**Run 1: I/O nets highlighted**

Scale: 4 px per um.
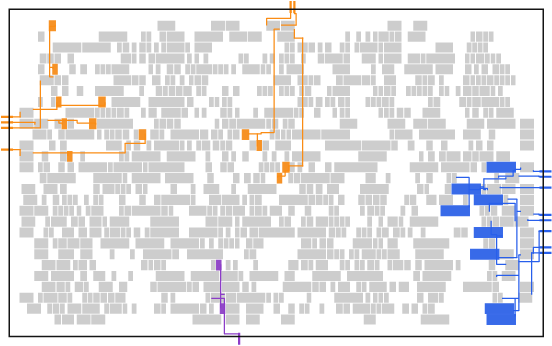
**Run 1: the metal 3 layer**

Scale: 4 px per um.
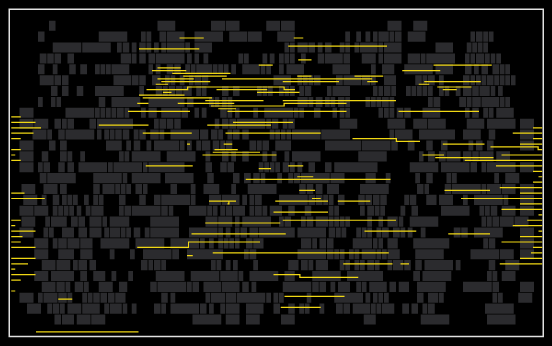
**Run 1: routed clock nets over the placement**

Scale: 4 px per um.
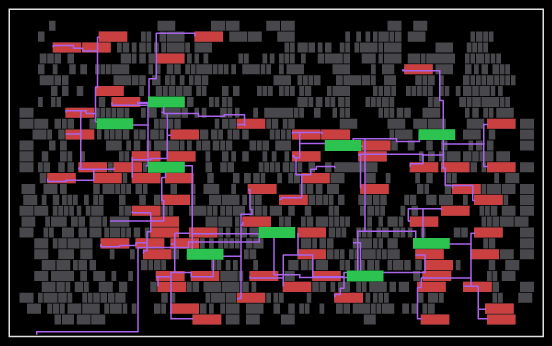
**Run 1: the clock network**

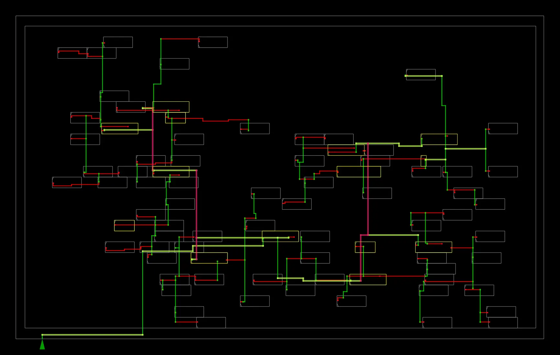
`src/rtl/nco_sweep_ctrl_pkg.sv`:
```
// Shared widths, sweep-mode and FSM-state encodings for the NCO sweep controller.
package nco_sweep_ctrl_pkg;

  localparam int FW_DEF = 6;
  localparam int PW_DEF = 8;
  localparam int DW_DEF = 16;

  typedef enum logic [1:0] {
    MODE_ONESHOT = 2'b00,
    MODE_SAW     = 2'b01,
    MODE_TRI     = 2'b10
  } mode_e;

  typedef enum logic [1:0] {
    ST_IDLE  = 2'b00,
    ST_PRIME = 2'b01,
    ST_RUN   = 2'b10,
    ST_DONE  = 2'b11
  } state_e;

  // Encoding 11 behaves as a one-shot sweep.
  function automatic mode_e decode_mode(input logic [1:0] raw);
    case (raw)
      2'b01:   decode_mode = MODE_SAW;
      2'b10:   decode_mode = MODE_TRI;
      default: decode_mode = MODE_ONESHOT;
    endcase
  endfunction

endpackage

```
`src/rtl/nco_sweep_ctrl_if.sv`:
```
// Host-side configuration/start bus of the sweep controller, plus the abort request.
interface nco_sweep_ctrl_if
  import nco_sweep_ctrl_pkg::*;
#(
  parameter int FW = FW_DEF,
  parameter int PW = PW_DEF,
  parameter int DW = DW_DEF
);
  logic          cfg_valid;
  logic          cfg_ready;
  logic [FW-1:0] cfg_f_start;
  logic [FW-1:0] cfg_f_stop;
  logic [FW-1:0] cfg_f_step;
  logic [DW-1:0] cfg_dwell;
  logic [PW-1:0] cfg_phase;
  logic [1:0]    cfg_mode;
  logic          stop_req;

  modport master (
    output cfg_valid, cfg_f_start, cfg_f_stop, cfg_f_step, cfg_dwell, cfg_phase, cfg_mode, stop_req,
    input  cfg_ready
  );

  modport slave (
    input  cfg_valid, cfg_f_start, cfg_f_stop, cfg_f_step, cfg_dwell, cfg_phase, cfg_mode, stop_req,
    output cfg_ready
  );
endinterface

```
`src/rtl/nco_sweep_ctrl_step_calc.sv`:
```
// Combinational next-frequency: one clamped step toward the end point, or toward the
// start point when already sitting on the end (used by triangle reversal).
module nco_sweep_ctrl_step_calc #(
  parameter int FW = 6
) (
  input  logic [FW-1:0] cur_i,
  input  logic [FW-1:0] start_i,
  input  logic [FW-1:0] end_i,
  input  logic [FW-1:0] step_i,
  output logic [FW-1:0] next_o,
  output logic          at_end_o
);
  logic [FW-1:0] target;
  logic [FW:0]   sum;
  logic [FW:0]   diff;

  always_comb begin
    at_end_o = (cur_i == end_i);
    target   = at_end_o ? start_i : end_i;
    sum      = {1'b0, cur_i} + {1'b0, step_i};
    diff     = {1'b0, cur_i} - {1'b0, step_i};
    next_o   = target;
    // Extra top bit catches overflow (sum) and underflow (borrow in diff) before clamping.
    if (target >= cur_i) begin
      if (sum < {1'b0, target}) next_o = sum[FW-1:0];
    end else if (!diff[FW] && (diff[FW-1:0] > target)) begin
      next_o = diff[FW-1:0];
    end
  end
endmodule

```
`src/rtl/nco_sweep_ctrl.sv`:
```
// NCO sweep sequencer: latches a sweep config, primes the nco, then steps freq_res
// with a fixed dwell per value in one-shot, sawtooth or triangle fashion.
module nco_sweep_ctrl
  import nco_sweep_ctrl_pkg::*;
#(
  parameter int FW = FW_DEF,
  parameter int PW = PW_DEF,
  parameter int DW = DW_DEF
) (
  input  logic          clk_i,
  input  logic          rst_i,
  nco_sweep_ctrl_if.slave cfg_if,
  output logic [FW-1:0] freq_res_o,
  output logic [PW-1:0] phase_o,
  output logic          nco_rst_o,
  output logic          busy_o,
  output logic          done_o
);
  state_e        state_q, state_d;
  mode_e         mode_q, mode_d;
  logic [FW-1:0] freq_q, freq_d;
  logic [PW-1:0] phase_q, phase_d;
  logic          nco_rst_q, nco_rst_d;
  logic [FW-1:0] start_q, start_d;
  logic [FW-1:0] end_q, end_d;
  logic [FW-1:0] step_q, step_d;
  logic [DW-1:0] dwell_m1_q, dwell_m1_d;
  logic [DW-1:0] cnt_q, cnt_d;
  logic [FW-1:0] calc_next;
  logic          at_end;

  nco_sweep_ctrl_step_calc #(.FW(FW)) u_step_calc (
    .cur_i    (freq_q),
    .start_i  (start_q),
    .end_i    (end_q),
    .step_i   (step_q),
    .next_o   (calc_next),
    .at_end_o (at_end)
  );

  always_comb begin
    state_d    = state_q;
    mode_d     = mode_q;
    freq_d     = freq_q;
    phase_d    = phase_q;
    nco_rst_d  = nco_rst_q;
    start_d    = start_q;
    end_d      = end_q;
    step_d     = step_q;
    dwell_m1_d = dwell_m1_q;
    cnt_d      = cnt_q;
    case (state_q)
      ST_IDLE: begin
        if (cfg_if.cfg_valid) begin
          state_d    = ST_PRIME;
          mode_d     = decode_mode(cfg_if.cfg_mode);
          freq_d     = cfg_if.cfg_f_start;
          phase_d    = cfg_if.cfg_phase;
          nco_rst_d  = 1'b1;
          start_d    = cfg_if.cfg_f_start;
          end_d      = cfg_if.cfg_f_stop;
          step_d     = (cfg_if.cfg_f_step == '0) ? FW'(1) : cfg_if.cfg_f_step;
          dwell_m1_d = (cfg_if.cfg_dwell == '0) ? '0 : cfg_if.cfg_dwell - DW'(1);
        end
      end
      ST_PRIME: begin
        nco_rst_d = 1'b0;
        cnt_d     = dwell_m1_q;
        state_d   = cfg_if.stop_req ? ST_DONE : ST_RUN;
      end
      ST_RUN: begin
        if (cfg_if.stop_req) begin
          state_d = ST_DONE;
        end else if (cnt_q != '0) begin
          cnt_d = cnt_q - DW'(1);
        end else if (at_end) begin
          cnt_d = dwell_m1_q;
          case (mode_q)
            MODE_SAW: freq_d = start_q;
            MODE_TRI: begin
              // calc_next already heads back toward start_q; swap endpoints to match.
              freq_d  = calc_next;
              start_d = end_q;
              end_d   = start_q;
            end
            default:  state_d = ST_DONE;
          endcase
        end else begin
          freq_d = calc_next;
          cnt_d  = dwell_m1_q;
        end
      end
      default: state_d = ST_IDLE;
    endcase
  end

  always_ff @(posedge clk_i) begin
    if (rst_i) begin
      state_q    <= ST_IDLE;
      mode_q     <= MODE_ONESHOT;
      freq_q     <= '0;
      phase_q    <= '0;
      nco_rst_q  <= 1'b1;
      start_q    <= '0;
      end_q      <= '0;
      step_q     <= FW'(1);
      dwell_m1_q <= '0;
      cnt_q      <= '0;
    end else begin
      state_q    <= state_d;
      mode_q     <= mode_d;
      freq_q     <= freq_d;
      phase_q    <= phase_d;
      nco_rst_q  <= nco_rst_d;
      start_q    <= start_d;
      end_q      <= end_d;
      step_q     <= step_d;
      dwell_m1_q <= dwell_m1_d;
      cnt_q      <= cnt_d;
    end
  end

  assign cfg_if.cfg_ready = (state_q == ST_IDLE);
  assign freq_res_o       = freq_q;
  assign phase_o          = phase_q;
  assign nco_rst_o        = nco_rst_q;
  assign busy_o           = (state_q == ST_PRIME) || (state_q == ST_RUN);
  assign done_o           = (state_q == ST_DONE);
endmodule

```
`src/flat_wrapper.sv`:
```
// flat-port wrapper written by rule: the top's interface ports become plain ports
module nco_sweep_ctrl_flat import nco_sweep_ctrl_pkg::*;
#(
  parameter int FW = FW_DEF,
  parameter int PW = PW_DEF,
  parameter int DW = DW_DEF
)
  (clk_i, rst_i, freq_res_o, phase_o, nco_rst_o, busy_o, done_o, cfg_if_cfg_valid, cfg_if_cfg_f_start, cfg_if_cfg_f_stop, cfg_if_cfg_f_step, cfg_if_cfg_dwell, cfg_if_cfg_phase, cfg_if_cfg_mode, cfg_if_stop_req, cfg_if_cfg_ready);
  nco_sweep_ctrl_if #(.FW(FW), .PW(PW), .DW(DW)) cfg_if_i ();
  input  logic clk_i;
  input  logic rst_i;
  output logic [FW-1:0] freq_res_o;
  output logic [PW-1:0] phase_o;
  output logic nco_rst_o;
  output logic busy_o;
  output logic done_o;
  input wire logic [$bits(cfg_if_i.cfg_valid)-1:0] cfg_if_cfg_valid;
  input wire logic [$bits(cfg_if_i.cfg_f_start)-1:0] cfg_if_cfg_f_start;
  input wire logic [$bits(cfg_if_i.cfg_f_stop)-1:0] cfg_if_cfg_f_stop;
  input wire logic [$bits(cfg_if_i.cfg_f_step)-1:0] cfg_if_cfg_f_step;
  input wire logic [$bits(cfg_if_i.cfg_dwell)-1:0] cfg_if_cfg_dwell;
  input wire logic [$bits(cfg_if_i.cfg_phase)-1:0] cfg_if_cfg_phase;
  input wire logic [$bits(cfg_if_i.cfg_mode)-1:0] cfg_if_cfg_mode;
  input wire logic [$bits(cfg_if_i.stop_req)-1:0] cfg_if_stop_req;
  output wire logic [$bits(cfg_if_i.cfg_ready)-1:0] cfg_if_cfg_ready;
  assign cfg_if_i.cfg_valid = cfg_if_cfg_valid;
  assign cfg_if_i.cfg_f_start = cfg_if_cfg_f_start;
  assign cfg_if_i.cfg_f_stop = cfg_if_cfg_f_stop;
  assign cfg_if_i.cfg_f_step = cfg_if_cfg_f_step;
  assign cfg_if_i.cfg_dwell = cfg_if_cfg_dwell;
  assign cfg_if_i.cfg_phase = cfg_if_cfg_phase;
  assign cfg_if_i.cfg_mode = cfg_if_cfg_mode;
  assign cfg_if_i.stop_req = cfg_if_stop_req;
  assign cfg_if_cfg_ready = cfg_if_i.cfg_ready;
  nco_sweep_ctrl #(.FW(FW), .PW(PW), .DW(DW)) u_core (.clk_i(clk_i), .rst_i(rst_i), .cfg_if(cfg_if_i), .freq_res_o(freq_res_o), .phase_o(phase_o), .nco_rst_o(nco_rst_o), .busy_o(busy_o), .done_o(done_o));
endmodule
```
`config.mk`:
```
export PLATFORM = sky130hd
export DESIGN_NAME = nco_sweep_ctrl_flat
export DESIGN_NICKNAME = d
export VERILOG_FILES = /design/src/rtl/nco_sweep_ctrl_pkg.sv /design/src/rtl/nco_sweep_ctrl_if.sv /design/src/rtl/nco_sweep_ctrl_step_calc.sv /design/src/rtl/nco_sweep_ctrl.sv /design/src/flat_wrapper.sv
export SDC_FILE = /design/constraint.sdc
export NUM_CORES = 1
export LEC_CHECK = 0
export ABC_AREA = 1
export CORE_ASPECT_RATIO = 0.6
export CORE_MARGIN = 2
export CORE_UTILIZATION = 50
export CTS_CLUSTER_DIAMETER = 50
export DETAILED_ROUTE_END_ITERATION = 10
export PLACE_DENSITY = 0.71
export SETUP_SLACK_MARGIN = 0.2
export SYNTH_ARGS = -nofsm -noshare
export SYNTH_HDL_FRONTEND = slang
export SYNTH_SLANG_ARGS = --single-unit
```
`constraint.sdc`:
```
create_clock -name clk_i -period 5 [get_ports clk_i]
set_clock_uncertainty 0.2 [all_clocks]
set_input_delay 1 -clock clk_i [delete_from_list [all_inputs] [get_ports clk_i]]
set_output_delay 1 -clock clk_i [all_outputs]
set_load 0.05 [all_outputs]
```
==> flow_results.xml, run 1 <==
<?xml version="1.0" encoding="UTF-8"?>
<metrics>
  <group name="status">
    <metric name="run_status" unit="">finished clean</metric>
  </group>
  <group name="finish">
    <metric name="finish.cell_count_without_fillers" unit="">957</metric>
    <metric name="postLayoutCoreUtil" unit="%">61.2</metric>
    <metric name="final_nets" unit="">907</metric>
    <metric name="final_common_cell" unit="">sky130_fd_sc_hd__nand2_1</metric>
    <metric name="comb-cell-share" unit="%">52.9</metric>
    <metric name="final.fill_count" unit="">890</metric>
    <metric name="num-nonclk-buffers" unit="">68</metric>
    <metric name="layout.clock.cell_area_share" unit="%">5.00</metric>
    <metric name="seqCellArea" unit="um^2">1380</metric>
    <metric name="final_layout_size_suffix_gt1_share" unit="%">5.23</metric>
    <metric name="multiInputCombCellCount" unit="">591</metric>
    <metric name="layout.cell_area.non_filler" unit="um^2">6000</metric>
    <metric name="antenna_cells_inserted" unit="">0</metric>
  </group>
  <group name="critical_path">
    <metric name="worst_path_largest_cell_delay" unit="ns">0.44</metric>
    <metric name="worstPathMaxFanout" unit="">8</metric>
    <metric name="regToRegSetupSlack" unit="ns">1.52</metric>
    <metric name="critical_path_required" unit="ns">5.03</metric>
    <metric name="worst-r2r-cell-count" unit="">21</metric>
    <metric name="endpoint_kind" unit="">flip-flop</metric>
    <metric name="timing.critical_path.depth" unit="">21</metric>
    <metric name="regToRegEndpoint" unit="">u_core.freq_res_o[5]$_SDFFE_PP0P_</metric>
    <metric name="cp_cell_sequence" unit="">inv_1 -&gt; ha_1 -&gt; fa_1 -&gt; inv_1 -&gt; nand2_1 -&gt; nand2_1 -&gt; nand2_1 -&gt; nand2_1 -&gt; inv_1 -&gt; ha_1 -&gt; nand2_1 -&gt; nor2_1 -&gt; nand2_1 -&gt; nand3_1 -&gt; nand3_1 -&gt; inv_1 -&gt; nand2_1 -&gt; nand3_1 -&gt; nand3_1 -&gt; nand2_1 -&gt; a21oi_1</metric>
    <metric name="cpMostUsedCell" unit="">sky130_fd_sc_hd__nand2_1</metric>
    <metric name="crit_buf_inv" unit="">4</metric>
    <metric name="crit_type" unit="">flip-flop to flip-flop</metric>
  </group>
  <group name="yosys">
    <metric name="yosys-stat-area" unit="um^2">5000</metric>
    <metric name="synthMostInstantiatedCell" unit="">sky130_fd_sc_hd__nand2_1</metric>
    <metric name="seq_area_frac_synth" unit="%">27.6</metric>
    <metric name="largest_area_cell" unit="">sky130_fd_sc_hd__dfxtp_1</metric>
    <metric name="ys_cells" unit="">768</metric>
    <metric name="syn_nets" unit="">856</metric>
    <metric name="ys.flops" unit="">69</metric>
    <metric name="area_of_the_mapped_netlist" unit="um^2">5000</metric>
    <metric name="synth-main-ff-cell" unit="">sky130_fd_sc_hd__dfxtp_1</metric>
    <metric name="ys_warn_count" unit="">0</metric>
    <metric name="syn-mean-instance-area" unit="um^2">6.51</metric>
    <metric name="enable_flop_cells" unit="">0</metric>
  </group>
  <group name="final_timing">
    <metric name="total_negative_setup_slack" unit="ns">0</metric>
    <metric name="period_needed" unit="ns">3.48</metric>
    <metric name="worst_margin_slew" unit="ns">1.13</metric>
    <metric name="post-route-period-util" unit="%">69.6</metric>
    <metric name="setup_viol_count_final" unit="">0</metric>
    <metric name="grt_setup_unrepaired" unit="">false</metric>
    <metric name="timing.fmax" unit="MHz">287</metric>
    <metric name="hold_slack" unit="ns">0.271</metric>
  </group>
  <group name="place">
    <metric name="place.gp.congestion" unit="">1.03</metric>
    <metric name="placed_area" unit="um^2">5700</metric>
  </group>
  <group name="global_routing">
    <metric name="track_usage" unit="%">27.1</metric>
    <metric name="first_global_vias" unit="">4543</metric>
    <metric name="grt_first_pass_wirelength" unit="um">22900</metric>
    <metric name="grt_util_met3" unit="%">5.99</metric>
    <metric name="number_of_antenna_violations_at_the_first_check_in_global_routing" unit="">0</metric>
    <metric name="grt_busiest_layer" unit="">met1</metric>
    <metric name="largest_net_degree_at_the_start_of_global_routing" unit="">41</metric>
    <metric name="grt.met2_usage" unit="%">36.8</metric>
  </group>
  <group name="route">
    <metric name="drt-initial-drc-count" unit="">458</metric>
    <metric name="wirelength_met1" unit="um">7720</metric>
    <metric name="vias" unit="">5203</metric>
    <metric name="routed-wl-met2" unit="um">5210</metric>
    <metric name="wl_per_cell" unit="um">15.0</metric>
    <metric name="via_per_inst" unit="">5.44</metric>
    <metric name="drc_errors" unit="">0</metric>
    <metric name="topRoutingLayerUsed" unit="">met4</metric>
    <metric name="wl_met3" unit="um">1270</metric>
    <metric name="antenna_violating_nets_post_route" unit="">0</metric>
  </group>
  <group name="clock_network">
    <metric name="cts_setup_buffers" unit="">0</metric>
    <metric name="cts.htree.levels" unit="">3</metric>
    <metric name="clock-sinks" unit="">69</metric>
    <metric name="ctsResizeCount" unit="">0</metric>
    <metric name="clk_pin_slew" unit="ns">0.06</metric>
    <metric name="clockRootBuffer" unit="">sky130_fd_sc_hd__clkbuf_16</metric>
  </group>
  <group name="power">
    <metric name="powerClk" unit="mW">0.653</metric>
    <metric name="pwr.group.combinational" unit="mW">3.33</metric>
    <metric name="power_frac_comb" unit="%">68.1</metric>
    <metric name="internal_power" unit="mW">2.26</metric>
    <metric name="sequentialPowerShare" unit="%">18.5</metric>
    <metric name="top_power_group" unit="">combinational cells</metric>
    <metric name="p_switching" unit="mW">2.63</metric>
    <metric name="p_seq" unit="mW">0.905</metric>
    <metric name="pwr_density_cell" unit="nW/um^2">814</metric>
    <metric name="power.switching_fraction" unit="%">53.8</metric>
  </group>
  <group name="floorplanning">
    <metric name="placementRows" unit="">28</metric>
    <metric name="fp-utilization" unit="%">51.0</metric>
    <metric name="die.size.y" unit="um">81.5</metric>
    <metric name="die_w" unit="um">133</metric>
  </group>
  <group name="hold_path">
    <metric name="whs_endpoint" unit="">u_core.mode_q[0]$_SDFFE_PP0P_</metric>
    <metric name="holdPathStages" unit="">2</metric>
    <metric name="min-delay-start" unit="">u_core.mode_q[0]$_SDFFE_PP0P_</metric>
  </group>
  <group name="job">
    <metric name="timing.max_cap.violations" unit="">0</metric>
  </group>
</metrics>
## Picture notes: 'I/O nets highlighted'
orange -> `cfg_if_cfg_f_start`  # bits 6, direction input, end cells 12, buffers 6, wire 217 um
blue -> `phase_o`  # bits 8, direction output, end cells 8, buffers 8, wire 170 um
purple -> `cfg_if_cfg_valid`  # bits 1, direction input, end cells 2, buffers 1, wire 27.7 um
Top Ports: 66
Port-buffer cells: 65

## Picture notes: 'the metal 3 layer'
nets with wire on the layer = 111
wire length on this layer = 1270 um
longest straight run = 43.7 um

## Picture notes: 'routed clock nets over the placement'
red -> flip-flops  # count 69
purple -> clock wires  # length 975 um
green -> clock-net drivers  # count 9
routed clock nets = 10

## Picture notes: 'the clock network'
source-to-sink clock delay at the later pin of the worst-skew pair: 0.34 ns
CTS buffer count: 9
number of clock buffers in the layout: 13
sequential cell count: 69

-- run 1: cells by family after synthesis --
logic type / after synthesis / share of synthesized area, %
AND/OR/NAND/NOR: 365 / 32.0
AND-OR/OR-AND: 166 / 17.7
buffers and inverters: 108 / 8.83
flip-flops: 69 / 27.6
adder cells (fa/ha/maj): 40 / 10.3
XOR/XNOR: 19 / 3.33
multiplexers: 1 / 0.200
-- run 1: sequential cells by signal, summed over array words and instances (netlist names) --
name / cells
u_core.start_q: 6
u_core.dwell_m1_q: 16
u_core.end_q: 6
u_core.cnt_q: 16
u_core.state_q: 2
u_core.nco_rst_o: 1
u_core.freq_res_o: 6
u_core.step_q: 6
u_core.phase_o: 8
u_core.mode_q: 2
**Run 1: cell classes on the final placement**

Scale: 3 px per um.
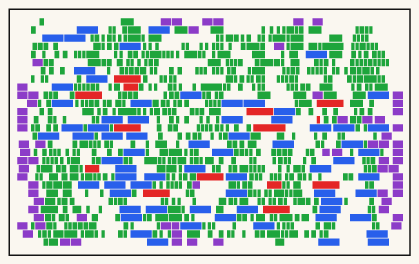

--- run 2 (diff from run 1) ---
Clock period 5 ns to 3.31 ns, I/O delays scaled along.
**Run 2: cell classes on the final placement**

Scale: 3 px per um.
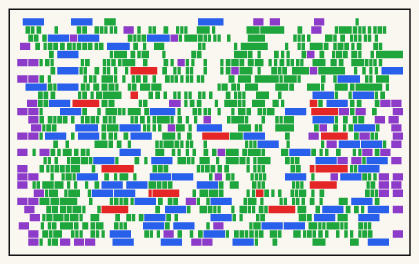
purple -> remaining buffers and delay cells  # cells 78
blue -> sequential cells  # cells 69
red -> clock drivers and dummy loads  # cells 16
green -> remaining logic cells  # cells 671

==> run 2 against run 1 <==
Against the previous run: first-iteration DRC count fell by 0.22%; synthesized cell count did not move; sequential cell count did not move; global-route usage rose by 1.5 points; via count rose by 1.0%; wire length rose by 5.3%; worst hold slack improved by 0.0017 ns; synthesized area did not move; critical endpoint unchanged; largest cell class unchanged; largest power group unchanged.
==> flow_results.xml, run 2 <==
<?xml version="1.0" encoding="UTF-8"?>
<metrics>
  <group name="status">
    <metric name="run_status" unit="">finished clean</metric>
  </group>
  <group name="route">
    <metric name="wl_per_cell" unit="um">15.6</metric>
    <metric name="vias" unit="">5257</metric>
    <metric name="antenna_violating_nets_post_route" unit="">0</metric>
    <metric name="routed-wl-met2" unit="um">5550</metric>
    <metric name="drt-initial-drc-count" unit="">457</metric>
    <metric name="wl_met3" unit="um">1480</metric>
    <metric name="topRoutingLayerUsed" unit="">met4</metric>
    <metric name="wirelength_met1" unit="um">7950</metric>
    <metric name="via_per_inst" unit="">5.43</metric>
    <metric name="drc_errors" unit="">0</metric>
  </group>
  <group name="yosys">
    <metric name="ys_warn_count" unit="">0</metric>
    <metric name="seq_area_frac_synth" unit="%">27.6</metric>
    <metric name="enable_flop_cells" unit="">0</metric>
    <metric name="syn-mean-instance-area" unit="um^2">6.51</metric>
    <metric name="synth-main-ff-cell" unit="">sky130_fd_sc_hd__dfxtp_1</metric>
    <metric name="synthMostInstantiatedCell" unit="">sky130_fd_sc_hd__nand2_1</metric>
    <metric name="synth-adder-area-share" unit="%">10.3</metric>
    <metric name="syn_nets" unit="">856</metric>
    <metric name="yosys-stat-area" unit="um^2">5000</metric>
    <metric name="ys_cells" unit="">768</metric>
    <metric name="synth.logic.top_family" unit="">simple AND/OR/NAND/NOR gates</metric>
    <metric name="area_of_the_mapped_netlist" unit="um^2">5000</metric>
    <metric name="ys.flops" unit="">69</metric>
    <metric name="xor_area_share" unit="%">3.33</metric>
    <metric name="post_synth_and_or_nand_nor_area_fraction" unit="%">32.0</metric>
    <metric name="yosys.area_share.aoi" unit="%">17.7</metric>
    <metric name="largest_area_cell" unit="">sky130_fd_sc_hd__dfxtp_1</metric>
    <metric name="synth.mux.area_fraction" unit="%">0.200</metric>
  </group>
  <group name="clock_network">
    <metric name="clockRootBuffer" unit="">sky130_fd_sc_hd__clkbuf_16</metric>
    <metric name="cts.htree.levels" unit="">3</metric>
    <metric name="cts_setup_buffers" unit="">0</metric>
    <metric name="ctsResizeCount" unit="">3</metric>
    <metric name="clock-sinks" unit="">69</metric>
    <metric name="clk_pin_slew" unit="ns">0.07</metric>
  </group>
  <group name="critical_path">
    <metric name="timing.critical_path.depth" unit="">19</metric>
    <metric name="cp_cell_sequence" unit="">inv_1 -&gt; nand2_1 -&gt; nand2_1 -&gt; nor2_4 -&gt; nand3_4 -&gt; nand2_1 -&gt; nand2_1 -&gt; inv_1 -&gt; ha_1 -&gt; a21oi_1 -&gt; nand2_1 -&gt; nand2_2 -&gt; buf_4 -&gt; nand3_1 -&gt; nand2_1 -&gt; nand2_1 -&gt; nand3_2 -&gt; nand2_1 -&gt; a21oi_1</metric>
    <metric name="worst-r2r-cell-count" unit="">19</metric>
    <metric name="regToRegSetupSlack" unit="ns">0.37</metric>
    <metric name="regToRegEndpoint" unit="">u_core.freq_res_o[5]$_SDFFE_PP0P_</metric>
    <metric name="crit_buf_inv" unit="">3</metric>
    <metric name="cpMostUsedCell" unit="">sky130_fd_sc_hd__nand2_1</metric>
    <metric name="worst_path_largest_cell_delay" unit="ns">0.42</metric>
    <metric name="critical_path_required" unit="ns">3.37</metric>
    <metric name="crit_type" unit="">flip-flop to flip-flop</metric>
    <metric name="worstPathMaxFanout" unit="">8</metric>
    <metric name="endpoint_kind" unit="">flip-flop</metric>
  </group>
  <group name="final_timing">
    <metric name="total_negative_setup_slack" unit="ns">0</metric>
    <metric name="timing.fmax" unit="MHz">340</metric>
    <metric name="post-route-period-util" unit="%">88.9</metric>
    <metric name="worst_margin_slew" unit="ns">0.612</metric>
    <metric name="grt_setup_unrepaired" unit="">true</metric>
    <metric name="setup_viol_count_final" unit="">0</metric>
    <metric name="hold_slack" unit="ns">0.273</metric>
  </group>
  <group name="hold_path">
    <metric name="hold_class" unit="">flip-flop to flip-flop</metric>
    <metric name="holdPathStages" unit="">2</metric>
  </group>
  <group name="global_routing">
    <metric name="largest_net_degree_at_the_start_of_global_routing" unit="">41</metric>
    <metric name="track_usage" unit="%">28.6</metric>
    <metric name="grt.met2_usage" unit="%">37.4</metric>
    <metric name="grt_busiest_layer" unit="">met1</metric>
    <metric name="number_of_antenna_violations_at_the_first_check_in_global_routing" unit="">0</metric>
    <metric name="first_global_vias" unit="">4683</metric>
    <metric name="grt_first_pass_wirelength" unit="um">24000</metric>
  </group>
  <group name="place">
    <metric name="port_buffer_cells" unit="">65</metric>
    <metric name="place.gp.congestion" unit="">0.985</metric>
  </group>
  <group name="floorplanning">
    <metric name="die.size.y" unit="um">81.5</metric>
    <metric name="pin_count" unit="">66</metric>
    <metric name="fp-utilization" unit="%">51.0</metric>
  </group>
  <group name="finish">
    <metric name="final_nets" unit="">917</metric>
    <metric name="antenna_cells_inserted" unit="">0</metric>
    <metric name="final_layout_size_suffix_gt1_share" unit="%">9.83</metric>
  </group>
  <group name="job">
    <metric name="timing.max_cap.violations" unit="">0</metric>
  </group>
</metrics>
**Run 2: the metal 3 layer**

Scale: 4 px per um.
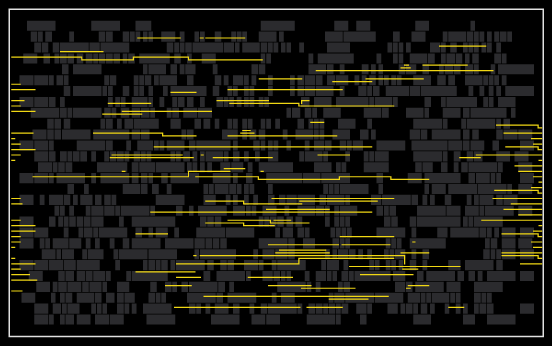
share of all routed wire = 9.8%
wire length on this layer = 1480 um
longest straight run = 55.2 um
nets with wire on the layer = 110
main direction = horizontal
met3 usage in global routing: 7.35%
total detailed-routing wirelength: 15100 um

-- run 2: cell counts after synthesis --
No cell type changed its count.
-- run 2: stage by stage --
step	cells	setup WS, ns	cell area [um^2]
2_1_floorplan	768	0.246	5000
5_1_grt	969	0.190	6230
6_report	969	0.368	6230
3_5_place_dp	953	0.132	5780
4_1_cts	969	0.205	6110
3_3_place_gp	953	0.171	5780
-- run 2: cell type report --
cell class                 instances  area [um^2]
timing repair buffer              78          752
clock buffer                      10          229
inverter                          80          300
sequential                        69         1400
fill                             902         3580
multi-input combinational        591         3290
clock inverter                     6         87.6
tap                              135          169
-- run 2: power breakdown --
part           internal, mW  switching [mW]
sequential             1.11           0.264
combinational          1.95            3.53
clock                 0.658           0.386
total                  3.72            4.18
--- run 3 (diff from run 2) ---
Settings changed: HOLD_SLACK_MARGIN set to 0.12.
**Run 3: cell classes on the final placement**

Scale: 3 px per um.
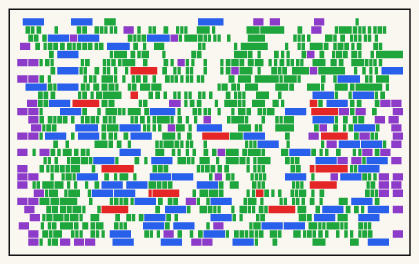
red -> clock drivers and dummy loads  # cells 16
green -> remaining logic cells  # cells 671
blue -> sequential cells  # cells 69
purple -> remaining buffers and delay cells  # cells 78
fraction of area in registers: 22.4%
Final Core Density: 63.5%
area of the core region: 9810 um^2

**Run 3: I/O nets highlighted**

Scale: 4 px per um.
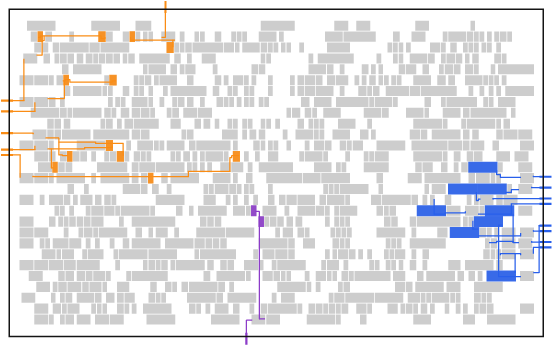
orange -> `cfg_if_cfg_f_start`  # bits 6, direction input, end cells 12, buffers 6, wire 218 um
purple -> `cfg_if_cfg_valid`  # bits 1, direction input, end cells 2, buffers 1, wire 34.1 um
blue -> `phase_o`  # bits 8, direction output, end cells 8, buffers 8, wire 145 um

==> run 3 against run 2 <==
Against the previous run: worst hold slack stayed put; non-clock buffer count stayed put; clock power hardly changed; utilization unchanged; highest routed layer unchanged; wire length stayed put.
==> flow_results.xml, run 3 <==
<?xml version="1.0" encoding="UTF-8"?>
<metrics>
  <group name="power">
    <metric name="internal_power" unit="mW">3.72</metric>
    <metric name="power.switching_fraction" unit="%">52.9</metric>
    <metric name="powerClk" unit="mW">1.04</metric>
  </group>
  <group name="route">
    <metric name="via_per_inst" unit="">5.43</metric>
    <metric name="vias" unit="">5257</metric>
    <metric name="topRoutingLayerUsed" unit="">met4</metric>
    <metric name="routed-wl-met2" unit="um">5550</metric>
  </group>
  <group name="global_routing">
    <metric name="grt_first_pass_wirelength" unit="um">24000</metric>
    <metric name="track_usage" unit="%">28.6</metric>
    <metric name="first_global_vias" unit="">4683</metric>
  </group>
  <group name="critical_path">
    <metric name="endpoint_kind" unit="">flip-flop</metric>
    <metric name="crit_type" unit="">flip-flop to flip-flop</metric>
    <metric name="cp_cell_sequence" unit="">inv_1 -&gt; nand2_1 -&gt; nand2_1 -&gt; nor2_4 -&gt; nand3_4 -&gt; nand2_1 -&gt; nand2_1 -&gt; inv_1 -&gt; ha_1 -&gt; a21oi_1 -&gt; nand2_1 -&gt; nand2_2 -&gt; buf_4 -&gt; nand3_1 -&gt; nand2_1 -&gt; nand2_1 -&gt; nand3_2 -&gt; nand2_1 -&gt; a21oi_1</metric>
  </group>
  <group name="finish">
    <metric name="finish.cell_count_without_fillers" unit="">969</metric>
    <metric name="comb-cell-share" unit="%">52.9</metric>
    <metric name="seq_cells" unit="">69</metric>
    <metric name="n_all_inverters" unit="">80</metric>
    <metric name="seqCellArea" unit="um^2">1400</metric>
    <metric name="layout.clock.cell_area_share" unit="%">5.08</metric>
  </group>
  <group name="floorplanning">
    <metric name="die.size.y" unit="um">81.5</metric>
    <metric name="pin_count" unit="">66</metric>
  </group>
  <group name="final_timing">
    <metric name="worst_margin_slew" unit="ns">0.612</metric>
    <metric name="hold_slack" unit="ns">0.273</metric>
    <metric name="timing.fmax" unit="MHz">340</metric>
    <metric name="total_negative_setup_slack" unit="ns">0</metric>
  </group>
  <group name="status">
    <metric name="run_status" unit="">finished clean</metric>
  </group>
  <group name="place">
    <metric name="placed_cells_incl_taps" unit="">953</metric>
    <metric name="port_buffer_cells" unit="">65</metric>
  </group>
  <group name="yosys">
    <metric name="post_synth_and_or_nand_nor_area_fraction" unit="%">32.0</metric>
    <metric name="synth.mux.area_fraction" unit="%">0.200</metric>
    <metric name="syn_nets" unit="">856</metric>
    <metric name="synth-adder-area-share" unit="%">10.3</metric>
    <metric name="synthMostInstantiatedCell" unit="">sky130_fd_sc_hd__nand2_1</metric>
    <metric name="area_of_the_mapped_netlist" unit="um^2">5000</metric>
    <metric name="yosys.area_share.aoi" unit="%">17.7</metric>
  </group>
  <group name="clock_network">
    <metric name="cts_setup_buffers" unit="">0</metric>
    <metric name="clk_pin_slew" unit="ns">0.07</metric>
  </group>
</metrics>
-- run 3: path summary, 6_finish.rpt --
kind                                      startpoint  cells past startpoint  slack, ns                                  to
setup / recovery   u_core.freq_res_o[4]$_SDFFE_PP0P_                     19       0.37   u_core.freq_res_o[5]$_SDFFE_PP0P_
hold / removal    u_core.dwell_m1_q[15]$_SDFFE_PP0P_                      2       0.27  u_core.dwell_m1_q[15]$_SDFFE_PP0P_
setup reg to reg   u_core.freq_res_o[4]$_SDFFE_PP0P_                     19       0.37   u_core.freq_res_o[5]$_SDFFE_PP0P_
hold reg to reg   u_core.dwell_m1_q[15]$_SDFFE_PP0P_                      2       0.27  u_core.dwell_m1_q[15]$_SDFFE_PP0P_
Power and IR drop assume default switching activity.
